<file path="src/rtl/cpu_clk_pkg.sv">
// Shared definitions for the CPU run/step sequencer: state encoding and its width.
package cpu_clk_pkg;

  localparam int STATE_W = 2;

  typedef enum logic [STATE_W-1:0] {
    ST_IDLE   = 2'd0,
    ST_RUN    = 2'd1,
    ST_STEP   = 2'd2,
    ST_HALTED = 2'd3
  } state_e;

endpackage

</file>
<file path="src/rtl/cpu_run_ctrl_if.sv">
// CPU-facing bundle of the run/step sequencer: halt request in, clock/enable/status out.
import cpu_clk_pkg::*;

interface cpu_run_ctrl_if #(
  parameter int CNT_W = 32
);
  logic               cpu_halt;
  logic               cpu_clk;
  logic               cpu_ce;
  logic [STATE_W-1:0] state;
  logic [CNT_W-1:0]   cycle_cnt;
  logic               limit_hit;

  modport master (
    input  cpu_halt,
    output cpu_clk, cpu_ce, state, cycle_cnt, limit_hit
  );

  modport slave (
    output cpu_halt,
    input  cpu_clk, cpu_ce, state, cycle_cnt, limit_hit
  );
endinterface

</file>
<file path="src/rtl/btn_edge_sync.sv">
// Two-flop synchroniser for an asynchronous button followed by a registered
// rising-edge detector; a held button yields a single one-clock pulse.
module btn_edge_sync (
  input  logic clk,
  input  logic reset,
  input  logic btn,
  output logic pulse
);

  logic meta_q, meta_d;
  logic sync_q, sync_d;
  logic prev_q, prev_d;
  logic pulse_q, pulse_d;

  always_comb begin
    meta_d  = btn;
    sync_d  = meta_q;
    prev_d  = sync_q;
    pulse_d = sync_q & ~prev_q;
  end

  always_ff @(posedge clk) begin
    if (!reset) begin
      meta_q  <= 1'b0;
      sync_q  <= 1'b0;
      prev_q  <= 1'b0;
      pulse_q <= 1'b0;
    end else begin
      meta_q  <= meta_d;
      sync_q  <= sync_d;
      prev_q  <= prev_d;
      pulse_q <= pulse_d;
    end
  end

  assign pulse = pulse_q;

endmodule

</file>
<file path="src/rtl/cpu_run_ctrl.sv">
// Run/step sequencer producing a divided CPU clock and a one-clock CPU enable.
// Optional forced halt after CYCLE_LIMIT CPU cycles when CYCLE_LIMIT_EN is defined.
module cpu_run_ctrl
  import cpu_clk_pkg::*;
#(
  parameter int DIV_LOG2    = 2,
  parameter int CNT_W       = 32,
  parameter int CYCLE_LIMIT = 1000
) (
  input  logic                  clk,
  input  logic                  reset,
  input  logic                  run_btn,
  input  logic                  step_btn,
  cpu_run_ctrl_if.master        bus
);

  localparam logic [DIV_LOG2-1:0] PHASE_LAST = '1;

  logic                run_p;
  logic                step_p;
  state_e              state_q, state_d;
  logic [DIV_LOG2-1:0] phase_q, phase_d;
  logic                ce_q, ce_d;
  logic [CNT_W-1:0]    cnt_q, cnt_d;
  logic                phase_done;

`ifdef CYCLE_LIMIT_EN
  logic limit_q, limit_d;
`else
  logic unused_cycle_limit;
  assign unused_cycle_limit = ^CYCLE_LIMIT;
`endif

  btn_edge_sync u_run_sync (
    .clk   (clk),
    .reset (reset),
    .btn   (run_btn),
    .pulse (run_p)
  );

  btn_edge_sync u_step_sync (
    .clk   (clk),
    .reset (reset),
    .btn   (step_btn),
    .pulse (step_p)
  );

  assign phase_done = (phase_q == PHASE_LAST);

  always_comb begin
    state_d = state_q;
    phase_d = '0;
    ce_d    = 1'b0;
    cnt_d   = cnt_q;
`ifdef CYCLE_LIMIT_EN
    limit_d = limit_q;
`endif
    case (state_q)
      ST_IDLE: begin
        if (run_p) begin
          state_d = ST_RUN;
        end else if (step_p) begin
          state_d = ST_STEP;
        end
      end
      ST_RUN: begin
        // Halt outranks pause, and pause drops the partial CPU cycle without a ce.
        if (bus.cpu_halt) begin
          state_d = ST_HALTED;
        end else if (run_p) begin
          state_d = ST_IDLE;
        end else begin
          phase_d = phase_q + DIV_LOG2'(1);
          ce_d    = phase_done;
        end
      end
      ST_STEP: begin
        if (bus.cpu_halt) begin
          state_d = ST_HALTED;
        end else if (phase_done) begin
          ce_d    = 1'b1;
          state_d = ST_IDLE;
        end else begin
          phase_d = phase_q + DIV_LOG2'(1);
        end
      end
      default: begin
        state_d = ST_HALTED;
      end
    endcase

    if (ce_d) begin
      cnt_d = cnt_q + CNT_W'(1);
    end

`ifdef CYCLE_LIMIT_EN
    if (ce_d && (cnt_d == CNT_W'(CYCLE_LIMIT))) begin
      state_d = ST_HALTED;
      phase_d = '0;
      limit_d = 1'b1;
    end
`endif
  end

  always_ff @(posedge clk) begin
    if (!reset) begin
      state_q <= ST_IDLE;
      phase_q <= '0;
      ce_q    <= 1'b0;
      cnt_q   <= '0;
`ifdef CYCLE_LIMIT_EN
      limit_q <= 1'b0;
`endif
    end else begin
      state_q <= state_d;
      phase_q <= phase_d;
      ce_q    <= ce_d;
      cnt_q   <= cnt_d;
`ifdef CYCLE_LIMIT_EN
      limit_q <= limit_d;
`endif
    end
  end

  assign bus.cpu_clk   = phase_q[DIV_LOG2-1];
  assign bus.cpu_ce    = ce_q;
  assign bus.state     = state_q;
  assign bus.cycle_cnt = cnt_q;
`ifdef CYCLE_LIMIT_EN
  assign bus.limit_hit = limit_q;
`else
  assign bus.limit_hit = 1'b0;
`endif

endmodule

</file>
<file path="src/flat_wrapper.sv">
// flat-port wrapper written by rule: the top's interface ports become plain ports
module cpu_run_ctrl_flat import cpu_clk_pkg::*;
#(
  parameter int DIV_LOG2    = 2,
  parameter int CNT_W       = 32,
  parameter int CYCLE_LIMIT = 1000
)
  (clk, reset, run_btn, step_btn, bus_cpu_halt, bus_cpu_clk, bus_cpu_ce, bus_state, bus_cycle_cnt, bus_limit_hit);
  cpu_run_ctrl_if #(.CNT_W(CNT_W)) bus_i ();
  input  logic clk;
  input  logic reset;
  input  logic run_btn;
  input  logic step_btn;
  input wire logic [$bits(bus_i.cpu_halt)-1:0] bus_cpu_halt;
  output wire logic [$bits(bus_i.cpu_clk)-1:0] bus_cpu_clk;
  output wire logic [$bits(bus_i.cpu_ce)-1:0] bus_cpu_ce;
  output wire logic [$bits(bus_i.state)-1:0] bus_state;
  output wire logic [$bits(bus_i.cycle_cnt)-1:0] bus_cycle_cnt;
  output wire logic [$bits(bus_i.limit_hit)-1:0] bus_limit_hit;
  assign bus_i.cpu_halt = bus_cpu_halt;
  assign bus_cpu_clk = bus_i.cpu_clk;
  assign bus_cpu_ce = bus_i.cpu_ce;
  assign bus_state = bus_i.state;
  assign bus_cycle_cnt = bus_i.cycle_cnt;
  assign bus_limit_hit = bus_i.limit_hit;
  cpu_run_ctrl #(.DIV_LOG2(DIV_LOG2), .CNT_W(CNT_W), .CYCLE_LIMIT(CYCLE_LIMIT)) u_core (.clk(clk), .reset(reset), .run_btn(run_btn), .step_btn(step_btn), .bus(bus_i));
endmodule
</file>
<file path="config.mk">
export PLATFORM = sky130hd
export DESIGN_NAME = cpu_run_ctrl_flat
export DESIGN_NICKNAME = d
export VERILOG_FILES = /design/src/rtl/cpu_clk_pkg.sv /design/src/rtl/cpu_run_ctrl_if.sv /design/src/rtl/btn_edge_sync.sv /design/src/rtl/cpu_run_ctrl.sv /design/src/flat_wrapper.sv
export SDC_FILE = /design/constraint.sdc
export NUM_CORES = 1
export LEC_CHECK = 0
export CORE_ASPECT_RATIO = 1.2
export CORE_UTILIZATION = 51
export CTS_CLUSTER_SIZE = 8
export DETAILED_ROUTE_END_ITERATION = 6
export GPL_TIMING_DRIVEN = 0
export HOLD_SLACK_MARGIN = 0.12
export PLACE_DENSITY = 0.86
export SYNTH_ARGS = -nofsm -noshare
export SYNTH_HDL_FRONTEND = slang
export SYNTH_SLANG_ARGS = --single-unit
</file>
<file path="constraint.sdc">
create_clock -name clk -period 2.5 [get_ports clk]
set_input_delay 0.5 -clock clk [delete_from_list [all_inputs] [get_ports clk]]
set_output_delay 0.5 -clock clk [all_outputs]
set_load 0.05 [all_outputs]
</file>
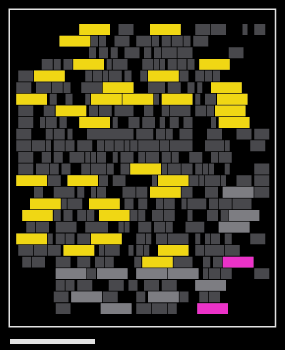
Figure 1: register map, names as in the netlist.
The bar under the picture is 20 µm long.
yellow -> u_core.bus.cycle_cnt  # sequential cells 32
magenta -> u_core.bus.state  # sequential cells 2

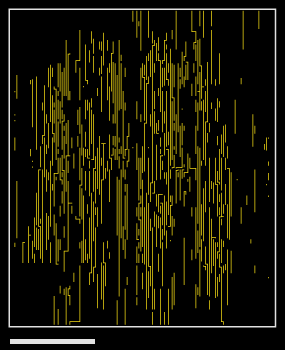
Figure 2: M2 wires.
The bar under the picture is 20 µm long.
wire length on this layer = 2580 µm
main direction = vertical
nets with wire on the layer = 264
longest straight run = 32.1 µm
share of all routed wire = 52%

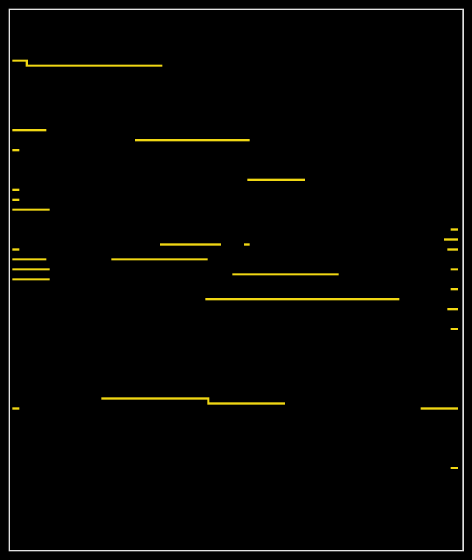
Figure 3: signal wires on met3.
share of all routed wire = 3.4%
longest straight run = 26.2 µm

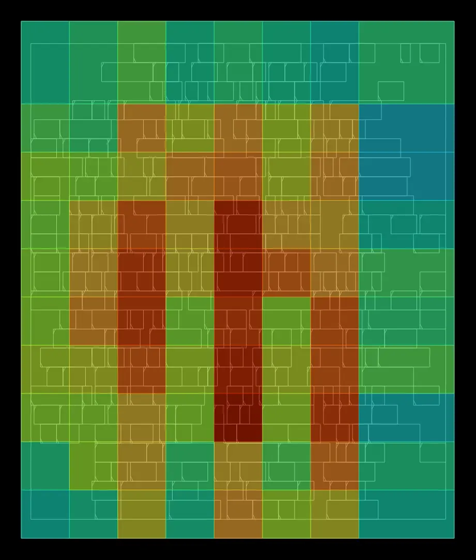
Figure 4: routing congestion map.
gr usage total: 0.2394
met1 usage: 0.2890
WL/cell: 14.22 µm

through the flow:
stage | cell area [µm²] | power, W | instances | worst slack, ns | util
after global placement | 2666 | 0.001086 | 341 | 0.02907 | 0.6608
after CTS | 2786 | 0.001670 | 349 | 0.2135 | 0.6905
after detailed placement | 2666 | 0.001099 | 341 | 0.006045 | 0.6608
after global routing | 2786 | 0.001743 | 349 | 0.005023 | 0.6905
final | 2786 | 0.001657 | 349 | 0.2123 | 0.6905
after floorplan | 2198 | 0.001007 | 247 | 0.2110 | -
cells by family (layout without fill, tap and decap cells):
| logic type | after synthesis | after routing | share of synthesized area |
|---|---|---|---|
| AND-OR/OR-AND | 63 | 63 | 0.1884 |
| XOR/XNOR | 4 | 4 | 0.01593 |
| adder cells (fa/ha/maj) | 6 | 6 | 0.03415 |
| buffers and inverters | 22 | 70 | 0.04895 |
| flip-flops | 45 | 45 | 0.4098 |
| multiplexers | 6 | 6 | 0.02732 |
| other | 1 | 1 | 0.001706 |
| AND/OR/NAND/NOR | 100 | 100 | 0.2738 |
cell usage in the layout (no fill, tap or decap), drive strengths merged, types with 9 or more instances in the layout:
master / n
nand4: 9
or3: 11
nand2b: 10
nand2: 16
dfxtp: 45
clkbuf: 16
a21oi: 18
o21ai: 14
and2: 11
clkdlybuf4s50: 40
path summary, 6_finish.rpt:
path	end	slack, ns	start	cells past startpoint
hold reg to reg	u_core.u_step_sync.pulse	0.39	u_core.u_step_sync.prev_q	1
setup / recovery	u_core.bus.cycle_cnt[12]	0.21	u_core.bus.state[0]	7
hold / removal	u_core.u_step_sync.pulse	0.39	u_core.u_step_sync.prev_q	1
setup reg to reg	u_core.bus.cycle_cnt[12]	0.21	u_core.bus.state[0]	7
==> impl_metrics.csv <==
group,metric,value,unit
status,status,"complete, no violations",
timing,fin_skew,0.008481,ns
detailed_routing,vias,2048,
synth,top_cell,"dfxtp_1",
clock_tree,cts.clk_slew.worst_paths,0.09,ns
timing,maxSlewHeadroom,0.5539,
floorplanning,dieArea,4578,µm²
floorplanning,core_area,4035,µm²
synth,synth_nets,258,
power_and_ir_drop,clkPwrFrac,0.346,
grt,grt_overflow,0,
power_and_ir_drop,ir_drop,0.4657,mV
synth,avgSynthCellArea,8.900,µm²
critical_path,path_delay_family,"simple AND/OR/NAND/NOR gates",
clock_tree,cts_htree_levels,2,
power_and_ir_drop,powerClk,0.000574,W
critical_path,critPathBufInv,2,
floorplanning,die_h,73.92,µm
cells_and_area,seqAreaFraction,0.3233,
detailed_routing,drc,0,
timing,setup_viol,0,
synth,ys_chip_area,2198,µm²
cells_and_area,n_all_buffers,55,
grt,grt_max_degree,15,
detailed_routing,first_pass_iters,4,
detailed_routing,avgViaCountPerCell,5.868,
cells_and_area,area_growth,26.75,%
place,port_buffers,40,
timing,whs,0.3864,ns
cells_and_area,antenna_cells,0,
detailed_routing,drtIter0Drc,113,
synth,ff_type,"dfxtp_1",
power_and_ir_drop,pwr-share-comb,0.195,
critical_path,crit_path_cell_trace,"inv_1, ha_1, and4b_1, clkbuf_1, o211ai_1, or3_1, a21oi_1",
cells_and_area,drive_gt1_frac,0.06102,
critical_path,cp-end-kind,"flip-flop",
timing,fmax,437.1,MHz
cells_and_area,regArea,900.9,µm²
power_and_ir_drop,internal-power,0.001174,W
cells_and_area,fill_cells,311,
critical_path,cp_data_arrival_time,2.51,ns
clock_tree,numCtsBuffers,5,
cells_and_area,largest_reg_flops,32,
Power is estimated from default activity; no workload was simulated.
